<file path="src/rtl/steer_delay_seq.sv">
// Steering-angle to per-mic delay table sequencer: sweeps the mic grid row-major,
// reads the dual-port location ROM and writes saturated delay sums.
// Optional STEER_START_SYNC_EN: start passes a 2-flop synchronizer + rising-edge detector.
module steer_delay_seq #(
    parameter int GRID    = 5,
    parameter int DELAY_W = 8
) (
    input  logic               clk,
    input  logic               rst_n,
    input  logic               start,
    input  logic [7:0]         angle_hori,
    input  logic [7:0]         angle_vert,
    output logic               rom_rd_en,
    output logic [8:0]         rom_addr_a,
    output logic [8:0]         rom_addr_b,
    input  logic [DELAY_W-1:0] rom_q_a,
    input  logic [DELAY_W-1:0] rom_q_b,
    output logic               dly_we,
    output logic [4:0]         dly_addr,
    output logic [DELAY_W-1:0] dly_data,
    output logic               busy,
    output logic               done
);

    localparam logic [2:0] LAST_IDX = 3'(GRID - 1);
    localparam logic [4:0] LAST_MIC = 5'(GRID * GRID - 1);

    typedef enum logic [1:0] {IDLE, READ, DRAIN, DONE} state_t;

    state_t             state;
    logic [2:0]         col;
    logic [2:0]         row;
    logic [4:0]         mic;
    logic [7:0]         ang_h;
    logic [7:0]         ang_v;
    logic               start_req;
    logic [2:0]         col_nxt;
    logic [2:0]         row_nxt;
    logic [DELAY_W:0]   sum;
    logic [DELAY_W-1:0] sat_data;

`ifdef STEER_START_SYNC_EN
    logic start_s1;
    logic start_s2;
    logic start_s3;

    always_ff @(posedge clk or negedge rst_n) begin
        if (!rst_n) begin
            start_s1 <= 1'b0;
            start_s2 <= 1'b0;
            start_s3 <= 1'b0;
        end else begin
            start_s1 <= start;
            start_s2 <= start_s1;
            start_s3 <= start_s2;
        end
    end

    assign start_req = start_s2 & ~start_s3;
`else
    assign start_req = start;
`endif

    // Negative angles mirror the grid index on that axis; magnitude clamps to 63.
    function automatic logic [8:0] mk_addr(input logic [2:0] idx, input logic [7:0] ang);
        logic [7:0] mag;
        logic [5:0] mag_c;
        logic [2:0] idx_eff;
        mag     = ang[7] ? (~ang + 8'd1) : ang;
        mag_c   = (mag > 8'd63) ? 6'd63 : mag[5:0];
        idx_eff = ang[7] ? (LAST_IDX - idx) : idx;
        return {idx_eff, mag_c};
    endfunction

    always_comb begin
        col_nxt = (col == LAST_IDX) ? 3'd0 : col + 3'd1;
        row_nxt = (col == LAST_IDX) ? row + 3'd1 : row;
    end

    assign sum      = {1'b0, rom_q_a} + {1'b0, rom_q_b};
    assign sat_data = sum[DELAY_W] ? {DELAY_W{1'b1}} : sum[DELAY_W-1:0];

    always_ff @(posedge clk or negedge rst_n) begin
        if (!rst_n) begin
            state      <= IDLE;
            col        <= 3'd0;
            row        <= 3'd0;
            mic        <= 5'd0;
            ang_h      <= 8'd0;
            ang_v      <= 8'd0;
            rom_rd_en  <= 1'b0;
            rom_addr_a <= 9'd0;
            rom_addr_b <= 9'd0;
            dly_we     <= 1'b0;
            dly_addr   <= 5'd0;
            dly_data   <= '0;
            busy       <= 1'b0;
            done       <= 1'b0;
        end else begin
            // Data for the read issued last cycle is on rom_q now; write it back.
            dly_we <= rom_rd_en;
            if (rom_rd_en) begin
                dly_addr <= mic;
                dly_data <= sat_data;
            end
            case (state)
                IDLE: begin
                    done <= 1'b0;
                    if (start_req) begin
                        ang_h      <= angle_hori;
                        ang_v      <= angle_vert;
                        col        <= 3'd0;
                        row        <= 3'd0;
                        mic        <= 5'd0;
                        rom_rd_en  <= 1'b1;
                        rom_addr_a <= mk_addr(3'd0, angle_hori);
                        rom_addr_b <= mk_addr(3'd0, angle_vert);
                        busy       <= 1'b1;
                        state      <= READ;
                    end
                end
                READ: begin
                    if (mic == LAST_MIC) begin
                        rom_rd_en <= 1'b0;
                        state     <= DRAIN;
                    end else begin
                        col        <= col_nxt;
                        row        <= row_nxt;
                        mic        <= mic + 5'd1;
                        rom_addr_a <= mk_addr(col_nxt, ang_h);
                        rom_addr_b <= mk_addr(row_nxt, ang_v);
                    end
                end
                DRAIN: begin
                    busy  <= 1'b0;
                    done  <= 1'b1;
                    state <= DONE;
                end
                DONE: begin
                    done  <= 1'b0;
                    state <= IDLE;
                end
                default: state <= IDLE;
            endcase
        end
    end

endmodule

</file>
<file path="config.mk">
export PLATFORM = sky130hd
export DESIGN_NAME = steer_delay_seq
export DESIGN_NICKNAME = d
export VERILOG_FILES = /design/src/rtl/steer_delay_seq.sv
export SDC_FILE = /design/constraint.sdc
export NUM_CORES = 1
export LEC_CHECK = 0
export CELL_PAD_IN_SITES_DETAIL_PLACEMENT = 2
export CELL_PAD_IN_SITES_GLOBAL_PLACEMENT = 2
export CORE_UTILIZATION = 32
export DETAILED_ROUTE_END_ITERATION = 10
export GPL_ROUTABILITY_DRIVEN = 0
export HOLD_SLACK_MARGIN = 0.03
export PLACE_DENSITY_LB_ADDON = 0.1
export SLEW_MARGIN = 10
export SYNTH_ARGS = -nofsm -noshare
export SYNTH_HDL_FRONTEND = slang
export SYNTH_SLANG_ARGS = --single-unit
</file>
<file path="constraint.sdc">
create_clock -name clk -period 2.2 [get_ports clk]
set_input_delay 0.44 -clock clk [delete_from_list [all_inputs] [get_ports clk]]
set_output_delay 0.44 -clock clk [all_outputs]
set_load 0.005 [all_outputs]
</file>
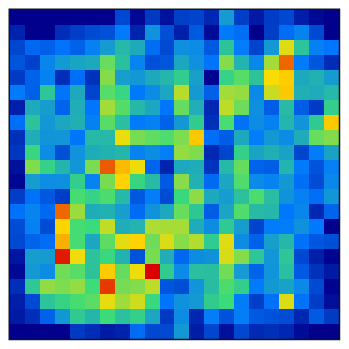
*Wire density map, run 1*
(3 px per um) 22 x 22 tiles, from dark blue (low) to red (high), scaled to the fullest tile. Values are wire area over tile area, all layers added.
The mean over all tiles is 0.15. 5.4% of the tiles are nearly empty. 19% of the tiles are over half the peak. The fullest tile reaches 0.45.
GRT Total Usage: 0.210
final WL: 11.7 mm
routed len/inst: 18.1 um

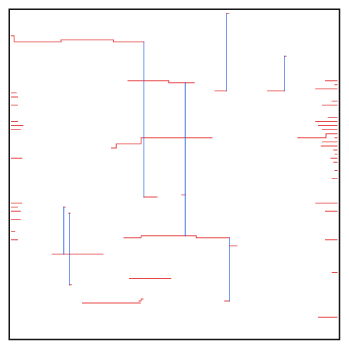
*Wiring by layer, run 1*
(3 px per um) Two of the layers only.
Key: red = met3 [wire length 345 um]; blue = met4 [wire length 201 um]
DR vias: 3395

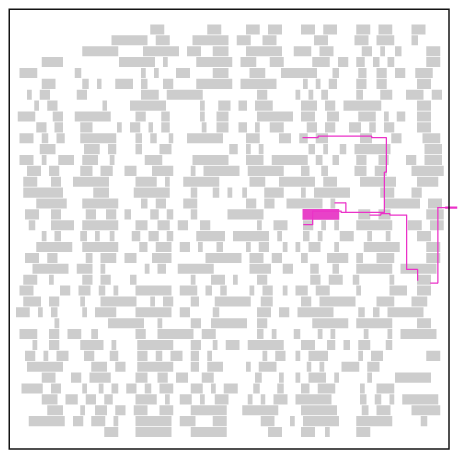
*I/O nets highlighted, run 1*
(4 px per um)
Key: magenta = rom_rd_en [direction output, end cells 1, buffers 1, wire 122 um]
PortBufs: 69
io pins: 70

==> results.cfg, run 1 <==
; generated from flow reports
[final_timing]
period_needed_ns = 2.12

[status]
status = finished, final reports clean

[yosys]
synthesis.nets = 445
ys_seq_share = 0.419
synth-edff-count = 0

[drt]
drtIter0Drc = 101
met3_length_um = 345
dr_wl_met2_mm = 5.92
vias_per_cell = 5.26
drt_first_pass_iters = 4

[power_and_ir_drop]
max-vdd-ir-drop_mv = 0.476
p_per_area_nw_per_um2 = 1140

[setup_path]
cp_slowest_stage_delay_ns = 0.40
endpoint_kind = flip-flop
path_cells = inv_1 > ha_4 > or3b_4 > o311a_1 > o31ai_2 > nor2_2 > buf_4 > a21boi_0
critical_path_class = flip-flop to flip-flop

[clock_tree]
cts_max_level = 3
hold_buffers = 0
clockBufferDepth = 2
cts_tree = built

[job]
cap_violations = 0

[final_layout]
drive_gt1_frac = 0.227
fin_nets = 560

[floorplan]
fp_util = 0.334
die_w_um = 110
[run 1: cell usage after synthesis, types with 2 or more instances]
library cell	n	area, um^2
nand3_1	8	40.0
o22ai_1	3	18.8
or3b_4	2	22.5
nor2b_1	5	31.3
mux2i_1	7	70.1
o22a_1	5	43.8
o311a_1	2	20.0
nor2_1	29	109
nand4_1	4	25.0
o41ai_1	2	17.5
dfrtp_1	62	1550
buf_2	3	15.0
inv_1	23	86.3
or3_1	2	12.5
a22oi_1	3	22.5
o31ai_1	4	30.0
a21o_1	4	30.0
nor4_1	2	12.5
clkbuf_1	12	45.0
xor2_1	12	105
nand2_1	42	158
xnor2_1	11	96.3
o221ai_1	2	17.5
a31oi_1	4	25.0
buf_4	2	15.0
a21oi_1	12	60.1
a311o_1	2	20.0
a221oi_1	4	35.0
ha_1	23	288
o21ai_0	26	130
or4_1	3	22.5
a211oi_1	4	30.0
mux2_2	15	169
nand2b_1	3	18.8
nor3_1	13	65.1
[run 1: cell families (layout without fill, tap and decap cells)]
group / Yosys count / in the layout / synth area share
buf+inv: 41 / 161 / 0.0446
xor+xnor: 23 / 23 / 0.0544
simple gates: 121 / 121 / 0.158
mux: 22 / 22 / 0.0645
compound gates: 93 / 93 / 0.176
flops: 62 / 62 / 0.419
fa+ha+maj: 24 / 24 / 0.0831
[run 1: metal layers]
metal,vias to the layer above,GRT usage
li1,1619,-
met1,1698,0.260
met2,61,0.364
met3,17,0.0403
met4,0,0.0714
met5,-,0
[run 1: what timing repair did]
action | in CTS | in global routing
endpoints found under the setup margin | 17 | 18
pin swaps | 5 | 12
gates resized | 18 | 19
setup buffers | 1 | 3
[run 1: final cells by class]
class                   instances  area share
clock buffers                  13      0.0505
clock inverters                 3     0.00327
inverters                      23      0.0161
multi-input cells             283       0.397
flip-flops and latches         62       0.290
well taps                     140      0.0327
repair buffers                122       0.210
[run 1: sequential cells by signal, indices dropped and copies added (netlist names), 2 cells and up]
register,count
col,2
ang_v,8
dly_addr,5
dly_data,8
state,2
row,2
mic,5
rom_addr_a,9
ang_h,8
rom_addr_b,9
[run 1: metrics by stage]
| step | area, um^2 | util |
|---|---|---|
| 6_report | 5350 | 0.483 |
| 5_1_grt | 5350 | 0.483 |
| 3_5_place_dp | 4880 | 0.441 |
| 3_3_place_gp | 4880 | 0.441 |
| 4_1_cts | 5270 | 0.475 |
| 2_1_floorplan | 3710 | - |
[run 1: report_power, final]
part	internal, mW	switching, mW	total (mW)
Clock	0.851	0.520	1.37
Sequential	1.53	0.418	1.95
Combinational	1.41	1.39	2.79
Total	3.78	2.32	6.11
[run 1: final timing paths]
path	from	end	slack [ns]	cells after the start
worst max-delay path	ang_v[0]$_DFFE_PN0P_	rom_addr_b[0]$_DFFE_PN0P_	0.08	8
worst min-delay path	rst_n	col[1]$_DFFE_PN0P_	0.10	2
worst max register to register	ang_v[0]$_DFFE_PN0P_	rom_addr_b[0]$_DFFE_PN0P_	0.08	8
worst min register to register	rom_addr_a[7]$_DFFE_PN0P_	rom_addr_a[7]$_DFFE_PN0P_	0.46	2
max in group asynchronous	rst_n	dly_addr[3]$_DFFE_PN0P_	1.80	2
min in group clk	angle_hori[1]	ang_h[1]$_DFFE_PN0P_	0.44	3
### Sequential cells grouped by signal name, run 1

(4 px per um) Other sequential cells in the stronger grey, the rest of the logic in the fainter grey.
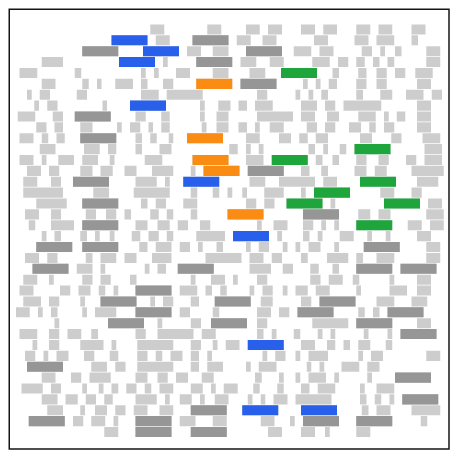

==> run 2: changes to the inputs <==
Settings changed: CORE_UTILIZATION 32 to 35.
Clock period 2.2 ns to 2.5 ns, I/O delays scaled along.
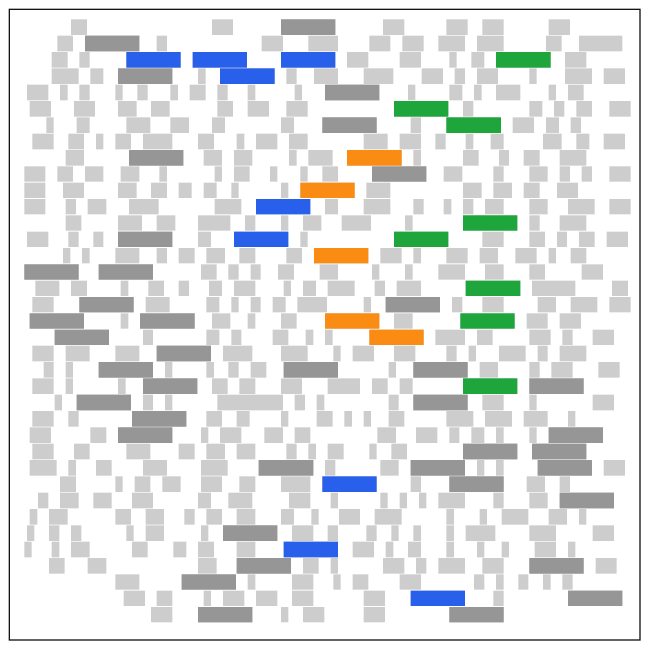
*Sequential cells grouped by signal name, run 2*
(6 px per um) Other sequential cells in the stronger grey, the rest of the logic in the fainter grey.
Key: orange = mic [flops 5]; green = dly_data [flops 8]; blue = rom_addr_a [flops 9]
Another 40 sequential cells are not coloured.
Reg area: 1550 um^2
Sequential Power: 1.71 mW
sequential share of cell area: 0.312
Final Util: 0.483

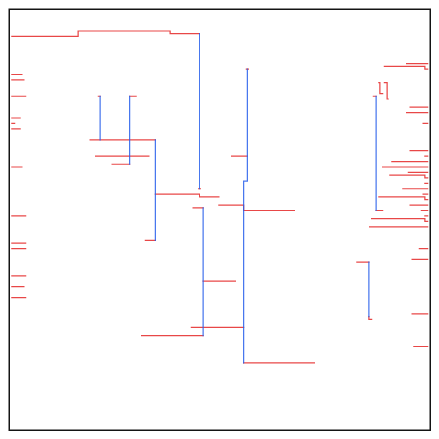
*Wiring by layer, run 2*
(4 px per um) Two of the layers only.
Key: red = met3 [wire length 375 um]; blue = met4 [wire length 240 um]
DR vias: 3368
GRT Total Usage: 0.223

==> run 2 against run 1 <==
Net effect: area after synthesis unchanged; worst setup slack better by 0.062 ns; via count down 0.80%; critical path type is now primary input to flip-flop.
==> results.cfg, run 2 <==
; generated from flow reports
[status]
status = finished, final reports clean

[yosys]
yosys-top-cells-area = dfrtp_1 (42%), ha_1 (7.8%), mux2_2 (4.6%)
ys_seq_share = 0.419
synthesis.nets = 445
yosys.area.top_type_share = 0.419
synth-edff-count = 0
yosysTopAreaCell = dfrtp_1

[setup_path]
critical_path_class = primary input to flip-flop
path_cells = clkdlybuf4s50_1 > ha_1 > fa_1 > a21o_1 > a221oi_1 > buf_4 > o21ai_0 > o22a_1
endpoint_kind = flip-flop
cp_slowest_stage_delay_ns = 0.40

[final_layout]
fin_nets = 543
drive_gt1_frac = 0.153
reg_top3 = rom_addr_a x9, rom_addr_b x9

[floorplan]
fp_util = 0.360
die_w_um = 105
pin_count = 70

[drt]
drtIter0Drc = 52
wire_per_inst_um = 18.3
drt_first_pass_iters = 4

[clock_tree]
post-cts-setup-buffer-count = 0
hold_buffers = 0
cts_tree = built
cts_max_level = 3

[global_route]
grt_util_met1 = 0.258
antenna_found_initial = 0
busiest_layer = met2
grt_util_met3 = 0.0449

[power_and_ir_drop]
combPwrFrac = 0.467
seq_power_share = 0.348
clockPowerShare = 0.185
netSwitchingPower_mw = 1.96
p_per_area_nw_per_um2 = 992
intPower_mw = 2.96

[job]
cap_violations = 0

[place]
dp.cells = 609
port_buffers = 69
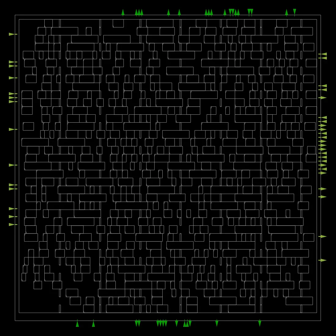
*Placed standard cells, run 2*
fillers: 1152
Rows: 37
final std cells w/o fill: 625
flop count: 62

-- run 2: layout make-up --
class                   count  area share
clock buffers              11      0.0285
clock inverters             5      0.0118
inverters                  23      0.0174
multi-input cells         283       0.401
flip-flops and latches     62       0.312
well taps                 136      0.0343
repair buffers            105       0.195
-- run 2: worst max-delay path: cells and delay by family --
family          cells  cell delay [ns]
compound gates      4             0.89
fa+ha+maj           2             0.62
buf+inv             2             0.58
-- run 2: logic make-up after synthesis --
family / after synthesis / share of synthesized area
mux: 22 / 0.0645
simple gates: 121 / 0.158
xor+xnor: 23 / 0.0544
flops: 62 / 0.419
fa+ha+maj: 24 / 0.0831
compound gates: 93 / 0.176
buf+inv: 41 / 0.0446
-- run 2: power groups by stage --
| stage | clock, mW | combinational (mW) | sequential [mW] |
|---|---|---|---|
| 2_1_floorplan | 0 | 1.37 | 1.60 |
| 3_3_place_gp | 0 | 2.19 | 1.70 |
| 3_5_place_dp | 0 | 2.30 | 1.73 |
| 4_1_cts | 0.935 | 2.35 | 1.72 |
| 5_1_grt | 0.987 | 2.54 | 1.78 |
| 6_report | 0.912 | 2.30 | 1.71 |
-- run 2: layer usage --
metal | share of wire | wire length [um]
met5 | 0 | 0
met4 | 0.021 | 240
met3 | 0.033 | 375
met2 | 0.52 | 5940
met1 | 0.43 | 4900
-- run 2: final timing paths --
path	end	startpoint	slack (ns)	cells after the start
setup / recovery	dly_data[2]$_DFFE_PN0P_	rom_q_a[0]	0.15	8
hold / removal	dly_data[7]$_DFFE_PN0P_	rst_n	0.15	1
setup reg to reg	rom_addr_b[1]$_DFFE_PN0P_	ang_v[0]$_DFFE_PN0P_	0.28	7
hold reg to reg	rom_addr_a[7]$_DFFE_PN0P_	rom_addr_a[7]$_DFFE_PN0P_	0.49	2
max in group asynchronous	rom_addr_a[8]$_DFFE_PN0P_	rst_n	1.70	2
min in group clk	rom_addr_a[7]$_DFFE_PN0P_	rom_addr_a[7]$_DFFE_PN0P_	0.49	2
-- run 2: per-stage QoR --
step	power, mW	hold WS [ns]	area (um^2)	utilization
detailed placement	4.04	0.473	4760	0.463
floorplan	2.97	0.204	3700	-
CTS	5.00	0.158	4960	0.483
global route	5.31	0.179	4970	0.483
finish	4.93	0.152	4970	0.483
global placement	3.89	0.459	4760	0.463
Power figures rest on the tool's default switching activity, not on a simulated workload.
